Run 1, routing congestion:
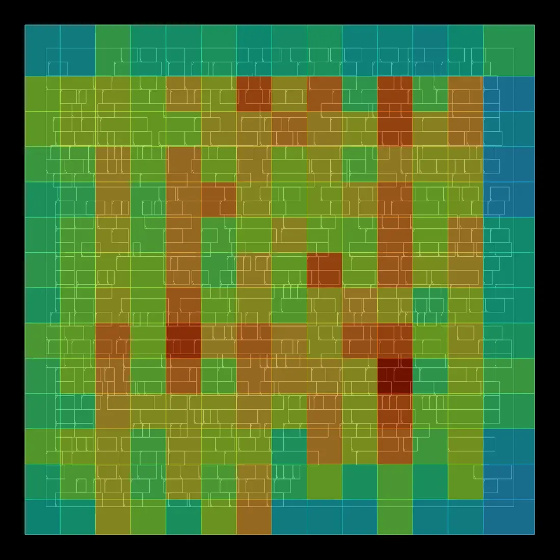
Run 1, power grid:
Drawn at 4 px/micron. Pins as bars on the die edge. Tap cells in gray.
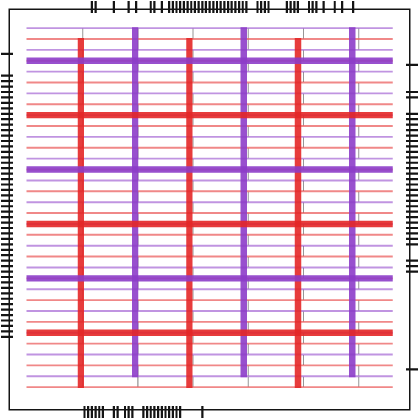
Run 1, routed clock nets over the placement:
Drawn at 4 px/micron.
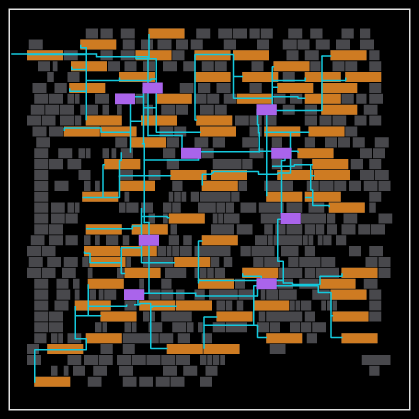
Run 1, placement by cell class:
Drawn at 4 px/micron. Fill, decap, tap and diode cells in gray.
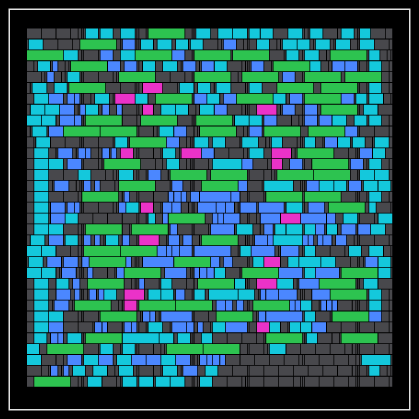
===== config.mk =====
export PLATFORM = sky130hd
export DESIGN_NAME = sdram_arbiter
export DESIGN_NICKNAME = d
export VERILOG_FILES = /design/src/rtl/sdram_pkg.sv /design/src/rtl/sdram_arbiter.sv
export SDC_FILE = /design/constraint.sdc
export NUM_CORES = 1
export LEC_CHECK = 0
export CAP_MARGIN = 15
export CORE_MARGIN = 4
export CORE_UTILIZATION = 37
export DETAILED_ROUTE_END_ITERATION = 10
export GPL_ROUTABILITY_DRIVEN = 0
export PLACE_DENSITY_LB_ADDON = 0.12
export SETUP_SLACK_MARGIN = 0.3
export SYNTH_ARGS = -nofsm -noshare
export SYNTH_HDL_FRONTEND = slang
export SYNTH_SLANG_ARGS = --single-unit

===== constraint.sdc =====
create_clock -name clk -period 1.8 [get_ports clk]
set_input_delay 0.36 -clock clk [delete_from_list [all_inputs] [get_ports clk]]
set_output_delay 0.36 -clock clk [all_outputs]
set_load 0.005 [all_outputs]

===== src/rtl/sdram_pkg.sv =====
// Shared types for the SDRAM two-port arbiter: grant states, owner encoding and
// the default read data returned when the ack watchdog expires.
package sdram_pkg;

  typedef enum logic [1:0] {
    IDLE,
    GRANT_SPI,
    GRANT_USER,
    RECOVER
  } arb_state_t;

  typedef enum logic {
    OWNER_SPI,
    OWNER_USER
  } owner_t;

  localparam logic [15:0] ERR_DATA_DEFAULT = 16'hDEAD;

  function automatic owner_t grant_owner(input arb_state_t s);
    return (s == GRANT_SPI) ? OWNER_SPI : OWNER_USER;
  endfunction

endpackage


===== src/rtl/sdram_arbiter.sv =====
// Registered arbiter between the SPI flash emulator (priority, read-only) and the
// user command parser; issues one single-beat SDRAM access at a time with a watchdog.
module sdram_arbiter
  import sdram_pkg::*;
#(
  parameter int ADDR_WIDTH = 24,
  parameter int DATA_WIDTH = 16,
  parameter int TIMEOUT = 255,
  parameter logic [DATA_WIDTH-1:0] ERR_DATA = ERR_DATA_DEFAULT
) (
  input  logic                  clk,
  input  logic                  reset_n,
  input  logic                  spi_critical,
  input  logic                  spi_req,
  input  logic [ADDR_WIDTH-2:0] spi_addr,
  output logic                  spi_ack,
  input  logic                  user_req,
  input  logic                  user_we,
  input  logic [ADDR_WIDTH-1:0] user_addr,
  input  logic [DATA_WIDTH-1:0] user_wr_data,
  output logic                  user_ack,
  output logic                  user_idle,
  output logic [DATA_WIDTH-1:0] rd_data,
  output logic                  sd_enable,
  output logic                  sd_we,
  output logic [ADDR_WIDTH-1:0] sd_addr,
  output logic [DATA_WIDTH-1:0] sd_wr_data,
  input  logic [DATA_WIDTH-1:0] sd_rd_data,
  input  logic                  sd_ack,
  input  logic                  sd_idle,
  output logic                  sd_refresh_inhibit,
  output logic                  timeout
);

  // Counter is cleared on grant entry, so matching TIMEOUT-1 keeps sd_enable high
  // for exactly TIMEOUT cycles and pulses timeout TIMEOUT cycles after entry.
  localparam logic [7:0] WD_LAST = 8'(TIMEOUT - 1);

  arb_state_t state;
  logic [7:0] wd_cnt;

  assign user_idle = (state == IDLE) && sd_idle && !spi_critical;

  always_ff @(posedge clk or negedge reset_n) begin
    if (!reset_n) begin
      state              <= IDLE;
      wd_cnt             <= '0;
      sd_enable          <= 1'b0;
      sd_we              <= 1'b0;
      sd_addr            <= '0;
      sd_wr_data         <= '0;
      rd_data            <= '0;
      spi_ack            <= 1'b0;
      user_ack           <= 1'b0;
      timeout            <= 1'b0;
      sd_refresh_inhibit <= 1'b0;
    end else begin
      spi_ack            <= 1'b0;
      user_ack           <= 1'b0;
      timeout            <= 1'b0;
      sd_refresh_inhibit <= spi_critical;
      unique case (state)
        IDLE: begin
          if (spi_req) begin
            state      <= GRANT_SPI;
            sd_addr    <= {spi_addr, 1'b0};
            sd_we      <= 1'b0;
            sd_wr_data <= '0;
            sd_enable  <= 1'b1;
            wd_cnt     <= '0;
          end else if (user_req && !spi_critical && sd_idle) begin
            state      <= GRANT_USER;
            sd_addr    <= user_addr;
            sd_we      <= user_we;
            sd_wr_data <= user_wr_data;
            sd_enable  <= 1'b1;
            wd_cnt     <= '0;
          end
        end
        GRANT_SPI, GRANT_USER: begin
          if (sd_ack || wd_cnt == WD_LAST) begin
            // A real ack wins over a watchdog expiry in the same cycle.
            if (sd_ack) begin
              if (!sd_we) rd_data <= sd_rd_data;
            end else begin
              rd_data <= ERR_DATA;
              timeout <= 1'b1;
            end
            if (grant_owner(state) == OWNER_SPI) spi_ack <= 1'b1;
            else user_ack <= 1'b1;
            sd_enable <= 1'b0;
            state     <= RECOVER;
          end else begin
            wd_cnt <= wd_cnt + 8'd1;
          end
        end
        RECOVER: state <= IDLE;
        default: state <= IDLE;
      endcase
    end
  end

endmodule


==> impl_metrics.json, run 1 <==
{
  "synthesis.nets": 358,
  "r2r_setup_slack_ns": 0.21,
  "power_frac_seq_pct": 33.0,
  "path_max_fanout": 7,
  "grt_max_degree": 73,
  "floorplan.initialDensity_pct": 37.9,
  "p_seq_uw": 2540,
  "n_antenna_cell": 0,
  "dpl.cell_count": 517,
  "first_global_vias": 2758,
  "final_non_filler_cell_area_sq_mm": 0.00533,
  "initialDrtViolationCount": 107,
  "timing.final.crit_period_ns": 1.59,
  "design.portCount": 150,
  "tightestPinTransition_ns": 0.391,
  "drtAntennaViolNets": 0,
  "arrival_ns": 1.83,
  "drive_gt1_share_pct": 19.7,
  "cts_root_buffer": "clkbuf_8",
  "edf_count": 0,
  "tns_ns": 0,
  "logic_area_sq_mm": 0.00137,
  "yosys_most_used_dff": "dfrtp_1",
  "netSwitchingFraction_pct": 35.7,
  "sequential_share_of_the_synthesized_area_pct": 57.9,
  "register_area_sq_mm": 0.00180,
  "grt_remaining_overflow": 0,
  "slew_viol_final": 0,
  "setup_ws_post_layout_ns": 0.206,
  "holdBufCountCts": 0,
  "detailed_place_hpwl_microns": 6200,
  "outcome": "finished with violations",
  "timing.final.setup_violations": 0,
  "syn_to_final_growth_pct": 71.3,
  "comb_cell_power_uw": 3930,
  "critical_r2r_launch": "state[1]",
  "wire_length_of_the_first_global_routing_pass_microns": 13700,
  "antenna_found_initial": 0,
  "whs_ns": -0.00585,
  "cp-start-kind": "flip-flop",
  "grt.total_usage_pct": 17.4,
  "failed_checks": "hold timing",
  "postSynthAreaPerCell_sq_um": 11.7,
  "cts.htree.levels": 3,
  "finalWirelength_microns": 8980,
  "irDropWorstVdd_mv": 0.543,
  "post_place_instance_area_sq_mm": 0.00482,
  "rsz_0062_raised_after_global_routing": "yes",
  "max_cap_violations": 0,
  "layoutNonFillerInstCount": 561,
  "via_per_inst": 4.88,
  "cts-root-to-sink-buffers": 2,
  "power_top_consumer": "combinational cells",
  "grt.busiest_layer": "met2",
  "post-route-util_pct": 64.9,
  "worstReg2RegEnd": "wd_cnt[1]",
  "tritoncts.num_buffers": 9,
  "path_class": "flip-flop to flip-flop",
  "yosys-stat-area_sq_mm": 0.00311,
  "place.port_buffers": 149,
  "global_route.usage.met1_pct": 21.3,
  "most_common_cell": "dfrtp_1",
  "cp-startpoint": "state[1]",
  "drt_drc_violations_left": 0,
  "post-place-ws_ns": -0.125,
  "yosys_instances": 267,
  "fmax_mhz": 627,
  "netlist.area_leader.share_pct": 57.9,
  "pwr_density_cell_mw_per_mm2": 1440,
  "number_of_nets_in_the_layout": 542,
  "dr_total_vias": 2736,
  "cts_tree": "yes",
  "synthesized_instance_count": 267,
  "yosys_top_cell_by_area": "dfrtp_1",
  "commonest_cells_post_synth": "72 x dfrtp_1, 29 x nand2_1, 28 x o21ai_0",
  "hold_violation_total_from_the_final_report": 2,
  "grt_util_met3_pct": 7.01,
  "endpoint_kind": "flip-flop",
  "crit_end": "wd_cnt[1]",
  "internal_power_uw": 4940,
  "cts_sinks": 72,
  "stage_log_warnings": 31,
  "power.switching_uw": 2740,
  "timing.max_slew.rel_slack_pct": 73.9,
  "synth.cell_area_sq_mm": 0.00311,
  "overall_power_after_layout_uw": 7680,
  "floorplan.rows": 33
}
Back to the opening pictures, 'routing congestion':
wire length per cell: 16.0 microns
met2 global-route usage: 28.4%

Back to the opening pictures, 'power grid':
- red: VSS
- purple: VDD
- met5 straps: 6
- rows: 33
- tap cells: 105
- met1 rails: 34
- signal pins: 150

Back to the opening pictures, 'routed clock nets over the placement':
- cyan: clock wires (length 947 microns)
- purple: cells driving clock nets (count 9)
- orange: flip-flops (count 72)
- routed clock nets: 10
share of total power in the clock network: 15.8%
Clock net power: 1220 uW
Latency at later pin: 0.35 ns
largest clock skew in the final design: 0.0132 ns

Back to the opening pictures, 'placement by cell class':
- green: flops (cells 72)
- magenta: clock drivers and dummy loads (cells 16)
- cyan: other buffers and delay cells (cells 189)
- blue: all other logic (cells 179)

[run 1: metal layers]
layer / vias to the layer above / routed length (microns) / share of wire (%)
met5: - / 0 / 0
met4: 0 / 61 / 0.68
met2: 99 / 4490 / 50
met3: 7 / 816 / 9.1
li1: 1334 / - / -
met1: 1296 / 3610 / 40
[run 1: critical path, cell delays in order (launching register included)]
cell and delay [ns]:
dfrtp_1 0.39, inv_2 0.08, ha_4 0.23, buf_6 0.14, buf_4 0.14, buf_6 0.13
nor2b_1 0.13, mux2_4 0.25
[run 1: layout make-up]
cell class                      count  share of cell area (%)
Clock buffer                        9                    2.32
Timing Repair Buffer              189                    34.1
Tap cell                          105                    2.46
Clock inverter                      7                    1.15
Sequential cell                    72                    33.8
Inverter                            7                   0.493
Multi-Input combinational cell    172                    25.7
[run 1: cells by family after synthesis]
group | share of synthesized area, %
multiplexers | 8.20
buffers and inverters | 3.82
flip-flops | 57.9
AND-OR/OR-AND | 18.3
AND/OR/NAND/NOR | 10.2
adder cells (fa/ha/maj) | 1.61
[run 1: placed cells by master (no fill, tap or decap), types with 7 or more instances in the layout]
cell and n:
buf_4 27, nand2_1 27, o21ai_0 24, clkdlybuf4s50_1 84
dlygate4sd2_1 62, clkbuf_8 9, mux2i_1 24, buf_6 7
a22o_1 23, o22a_1 12, dfrtp_1 72
[run 1: flip-flops by register name, indices dropped and copies added, names as in the netlist, 2 cells and up]
name / count
rd_data: 16
sd_addr: 24
sd_wr_data: 16
state: 2
wd_cnt: 8
[run 1: repair_timing]
item,4_1_cts,5_1_grt
pin swaps,5,21
endpoints found under the setup margin,102,68
cloned,1,2
resized,86,21
hold endpoints to repair,0,0
setup buffers,18,7
--- run 2 (diff from run 1) ---
- SKIP_LAST_GASP: unset -> 1
Run 2, metal layers overlaid:
Drawn at 4 px/micron.
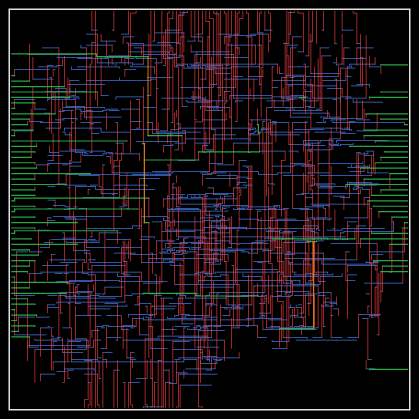
- orange: met4 (wire length 61.2 microns)
- blue: met1 (wire length 3610 microns)
- green: met3 (wire length 817 microns)
- red: met2 (wire length 4490 microns)

Run 2, placement by cell class:
Drawn at 4 px/micron. Fill, decap, tap and diode cells in gray.
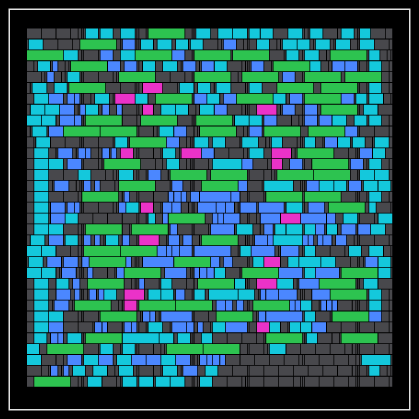
- magenta: clock drivers and dummy loads (cells 16)
- green: flops (cells 72)
- blue: all other logic (cells 179)
- cyan: other buffers and delay cells (cells 189)

==> run 2 against run 1 <==
The run still ends with hold timing left. Worst setup slack unchanged. First-iteration DRC count unchanged. Flip-flop count unchanged. Largest cell class unchanged. Largest power group unchanged.
==> impl_metrics.json, run 2 <==
{
  "outcome": "finished with violations",
  "failed_checks": "hold timing",
  "compound_area_share_pct": 18.3,
  "drive_gt1_share_pct": 19.7,
  "synthesis.nets": 358,
  "yosys_top_cell_by_area": "dfrtp_1",
  "tritoncts.num_buffers": 9,
  "via_per_inst": 4.88,
  "clock.latency.late_pin_ns": 0.35,
  "cts_tree": "yes",
  "initialDrtViolationCount": 107,
  "sequential_share_of_the_synthesized_area_pct": 57.9,
  "tns_ns": 0,
  "cts.htree.levels": 3,
  "critical_r2r_launch": "state[1]",
  "number_of_nets_in_the_layout": 542,
  "yosys_most_used_dff": "dfrtp_1",
  "cts_root_buffer": "clkbuf_8",
  "grt_remaining_overflow": 0,
  "pwr_density_cell_mw_per_mm2": 1440,
  "dr_total_vias": 2736,
  "timing.final.setup_violations": 0,
  "slew_viol_final": 0,
  "path_max_fanout": 7,
  "worstReg2RegEnd": "wd_cnt[1]",
  "netlist.area_leader.share_pct": 57.9,
  "detailed_place_hpwl_microns": 6200,
  "place.port_buffers": 149,
  "cts-root-to-sink-buffers": 2,
  "largest_register": "sd_addr",
  "first_global_vias": 2758,
  "r2r_setup_slack_ns": 0.21,
  "fmax_mhz": 627,
  "whs_ns": -0.00585,
  "drt_drc_violations_left": 0,
  "post-place-ws_ns": -0.125,
  "commonest_cells_post_synth": "72 x dfrtp_1, 29 x nand2_1, 28 x o21ai_0",
  "most_common_cell": "dfrtp_1",
  "postSynthAreaPerCell_sq_um": 11.7,
  "design.portCount": 150,
  "irDropWorstVdd_mv": 0.543,
  "mostFrequentLayoutCells": "84 x clkdlybuf4s50_1, 72 x dfrtp_1, 62 x dlygate4sd2_1",
  "tightestPinTransition_ns": 0.391,
  "cp-start-kind": "flip-flop",
  "hold_violation_total_from_the_final_report": 2,
  "dpl.cell_count": 517,
  "largest_register_ffs": 24,
  "xor_area_share_pct": 0,
  "max_cap_violations": 0,
  "main_logic_family_after_synthesis": "AND-OR/OR-AND gates",
  "n_antenna_cell": 0,
  "syn_to_final_growth_pct": 71.3,
  "rsz_0062_raised_after_global_routing": "yes"
}
Run 2, power grid:
Drawn at 4 px/micron. Pins as bars on the die edge. Tap cells in gray.
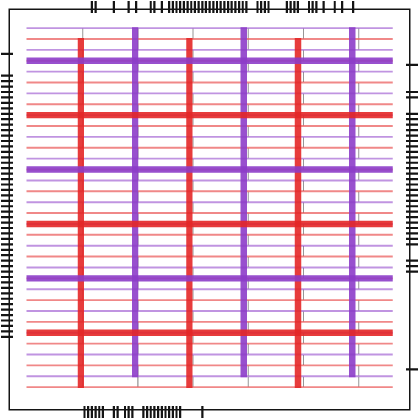
- red: VSS
- purple: VDD
- signal pins: 150
- met4 straps: 6
- rows: 33
- tap cells: 105

[run 2: metrics by stage]
| step | utilization [%] | power [uW] |
|---|---|---|
| 3_5_place_dp | 58.6 | 5920 |
| 6_report | 64.9 | 7680 |
| 4_1_cts | 62.5 | 7290 |
| 2_1_floorplan | - | 4120 |
| 3_3_place_gp | 58.6 | 5840 |
| 5_1_grt | 64.9 | 8250 |
[run 2: logic make-up (layout without fill, tap and decap cells)]
kind of cell,count (synthesis),count (layout)
and+or+nand+nor,62,63
DFF,72,72
AOI/OAI and AO/OA,80,80
muxes,25,25
buffers and inverters,24,212
adders and majority gates,4,4
[run 2: cell type report]
cell class                 count  area [sq um]
clock buffer                   9           124
clock inverter                 7          61.3
fill                         681          2890
inverter                       7          26.3
multi-input combinational    172          1370
sequential                    72          1800
tap                          105           131
timing repair buffer         189          1820
[run 2: critical path: stages, from the launching register on]
cell,delay (ns)
dfrtp_1,0.39
inv_2,0.08
ha_4,0.23
buf_6,0.14
buf_4,0.14
buf_6,0.13
nor2b_1,0.13
mux2_4,0.25
[run 2: layer usage]
| layer | part of all wire (%) | track usage [%] | vias to the layer above | routed length, microns |
|---|---|---|---|---|
| li1 | - | - | 1334 | - |
| met5 | 0 | 0 | - | 0 |
| met4 | 0.68 | 4.94 | 0 | 61 |
| met2 | 50 | 28.4 | 99 | 4490 |
| met3 | 9.1 | 7.01 | 7 | 816 |
| met1 | 40 | 21.3 | 1296 | 3610 |
[run 2: repair_timing]
action	4_1_cts	5_1_grt
buffers inserted	18	7
resized	86	21
setup endpoints to repair	102	68
pin swaps	5	21
cloned	1	2
[run 2: report_power, final]
part | switching [uW] | total [uW] | internal, uW
clock | 689 | 1220 | 527
sequential | 323 | 2540 | 2210
combinational | 1730 | 3930 | 2200
--- run 3 (diff from run 2) ---
- CAP_MARGIN: 15 -> 10
- CORE_UTILIZATION: 37 -> 32
==> run 3 against run 2 <==
The flow now finishes without violations. Sequential power hardly changed. Flip-flop count stayed put. First-iteration DRC count is 0.93% lower. Synthesized cell count stayed put. Combinational power is 3% higher. Final area is 4.9% higher. Worst setup slack worse by 0.032 ns. Cell count is 5.2% higher. Sequential share of layout area is 1.6 points lower. Register-to-register slack worse by 0.03 ns. Routed wire length is 8.9% higher. Worst hold slack better by 0.26 ns.
==> impl_metrics.json, run 3 <==
{
  "outcome": "completed",
  "synth.cell_area_sq_mm": 0.00311,
  "cp-startpoint": "state[1]",
  "xor_area_share_pct": 0,
  "max_cap_violations": 0,
  "p_seq_uw": 2550,
  "main_logic_family_after_synthesis": "AND-OR/OR-AND gates",
  "edf_count": 0,
  "comb_cell_power_uw": 4060,
  "wire_length_of_the_first_global_routing_pass_microns": 15100,
  "crit_path_top_delay_cell": "dfrtp_1",
  "netSwitchingFraction_pct": 33.9,
  "drive_gt1_share_pct": 23.0,
  "drtAntennaViolNets": 0,
  "grt_remaining_overflow": 0,
  "largest_register": "sd_addr",
  "power.switching_uw": 2790,
  "most_common_cell": "dfrtp_1",
  "hold_violation_total_from_the_final_report": 0,
  "mux_share_pct": 8.20,
  "critPathTopFamily": "flip-flops",
  "cts.htree.levels": 3,
  "timing.critical_path.cells": "inv_2, ha_4, buf_4, a22oi_2, and2_4, mux2_4",
  "n_antenna_cell": 0,
  "floorplan.rows": 35,
  "r2r_setup_slack_ns": 0.17,
  "post_place_instance_area_sq_mm": 0.00486,
  "timing.max_slew.rel_slack_pct": 74.6,
  "simple_gate_area_share_pct": 10.2,
  "antenna_found_initial": 0,
  "endpoint_kind": "flip-flop",
  "stage_log_warnings": 31,
  "path_class": "flip-flop to flip-flop",
  "synthesis.nets": 358,
  "grt_max_degree": 28,
  "cp-start-kind": "flip-flop",
  "clock.latency.late_pin_ns": 0.35,
  "power_top_consumer": "combinational cells",
  "pg_clk_uw": 1610
}
-- run 3: cell counts after synthesis --
No cell type changed its count.
-- run 3: final cells by class --
class	count	area, sq um	share of cell area, %
Clock inverter	7	128	2.28
Tap cell	129	161	2.89
Timing Repair Buffer	194	1950	35.0
Inverter	7	26.3	0.470
Clock buffer	9	124	2.22
Sequential cell	72	1800	32.2
Multi-Input combinational cell	172	1400	25.0
-- run 3: per-layer routing --
metal	GRT usage (%)	wire [microns]	share of wire [%]	vias up
met5	0	0	0	-
met3	5.78	693	7.1	7
met2	28.4	4970	51	78
met1	20.7	4040	41	1341
met4	4.66	75	0.77	0
li1	-	-	-	1344
-- run 3: logic make-up (layout without fill, tap and decap cells) --
group                      after synthesis  after routing
AOI/OAI and AO/OA                       80             80
muxes                                   25             25
adders and majority gates                4              4
and+or+nand+nor                         62             63
buffers and inverters                   24            217
DFF                                     72             72
-- run 3: through the flow --
stage	utilization [%]	power [uW]	setup TNS [ns]	std cells	setup WS, ns
floorplan	-	4120	0	267	0.168
global placement	51.9	5850	-5.43	541	-0.0994
detailed placement	51.9	5910	-6.65	541	-0.139
CTS	57.2	7830	0	584	0.167
global route	59.7	8760	0	590	0.132
finish	59.7	8220	0	590	0.174
-- run 3: worst max-delay path by stage --
stage                             end  slack (ns)  depth (start not counted)
after CTS                   wd_cnt[1]        0.17                          6
after global routing        wd_cnt[1]        0.13                          6
after detailed placement  sd_addr[14]       -0.14                          6
after floorplan             wd_cnt[1]        0.17                          7
after global placement     rd_data[9]        -0.1                          5
final                       wd_cnt[1]        0.17                          6
-- run 3: repair_timing --
item	in CTS	in global routing
cloned	5	3
setup buffers	21	3
gates resized	92	47
pin swaps	10	19
endpoints found under the setup margin	131	56
hold buffers	1	0
endpoints found under the hold margin	24	0
Run 3, power grid:
Drawn at 4 px/micron. Pins as bars on the die edge. Tap cells in gray.
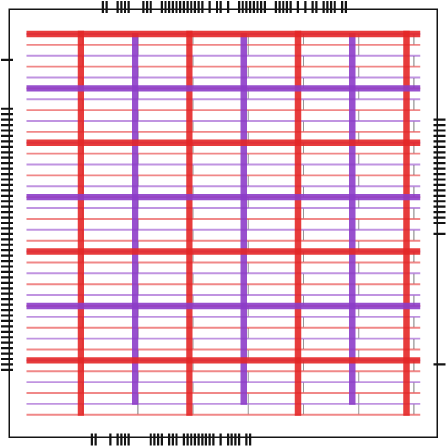
- purple: VDD
- red: VSS
- met1 rails: 36
- signal pins: 150
- tap cells: 129
standard cell core area: 0.00937 sq mm
width of the die: 107 microns
Die Y-Extent: 107 microns
Max VDD drop: 0.580 mV

Run 3, metal layers overlaid:
Drawn at 4 px/micron.
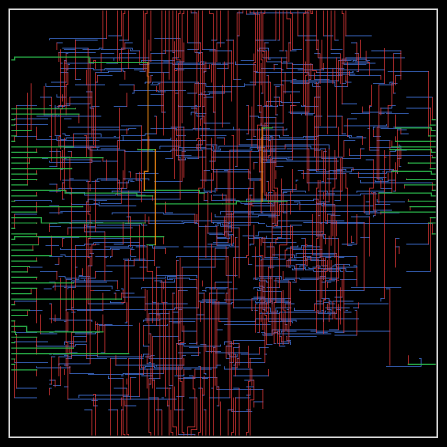
- green: met3 (wire length 693 microns)
- red: met2 (wire length 4970 microns)
- blue: met1 (wire length 4040 microns)
- orange: met4 (wire length 75.0 microns)
wire length per cell: 16.6 microns
total global routing track utilization: 16.9%
total detailed-routing wirelength: 9780 microns

Run 3, placement by cell class:
Drawn at 4 px/micron. Fill, decap, tap and diode cells in gray.
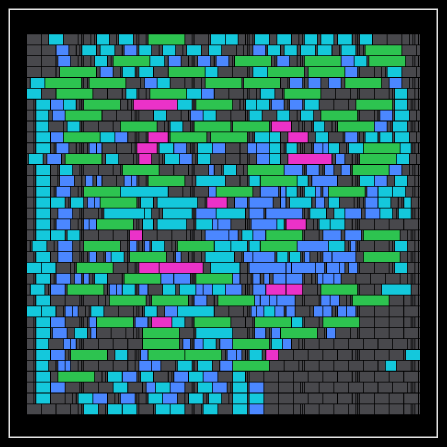
- blue: all other logic (cells 179)
- green: flops (cells 72)
- cyan: other buffers and delay cells (cells 194)
- magenta: clock drivers and dummy loads (cells 16)

Power and IR drop assume default switching activity.
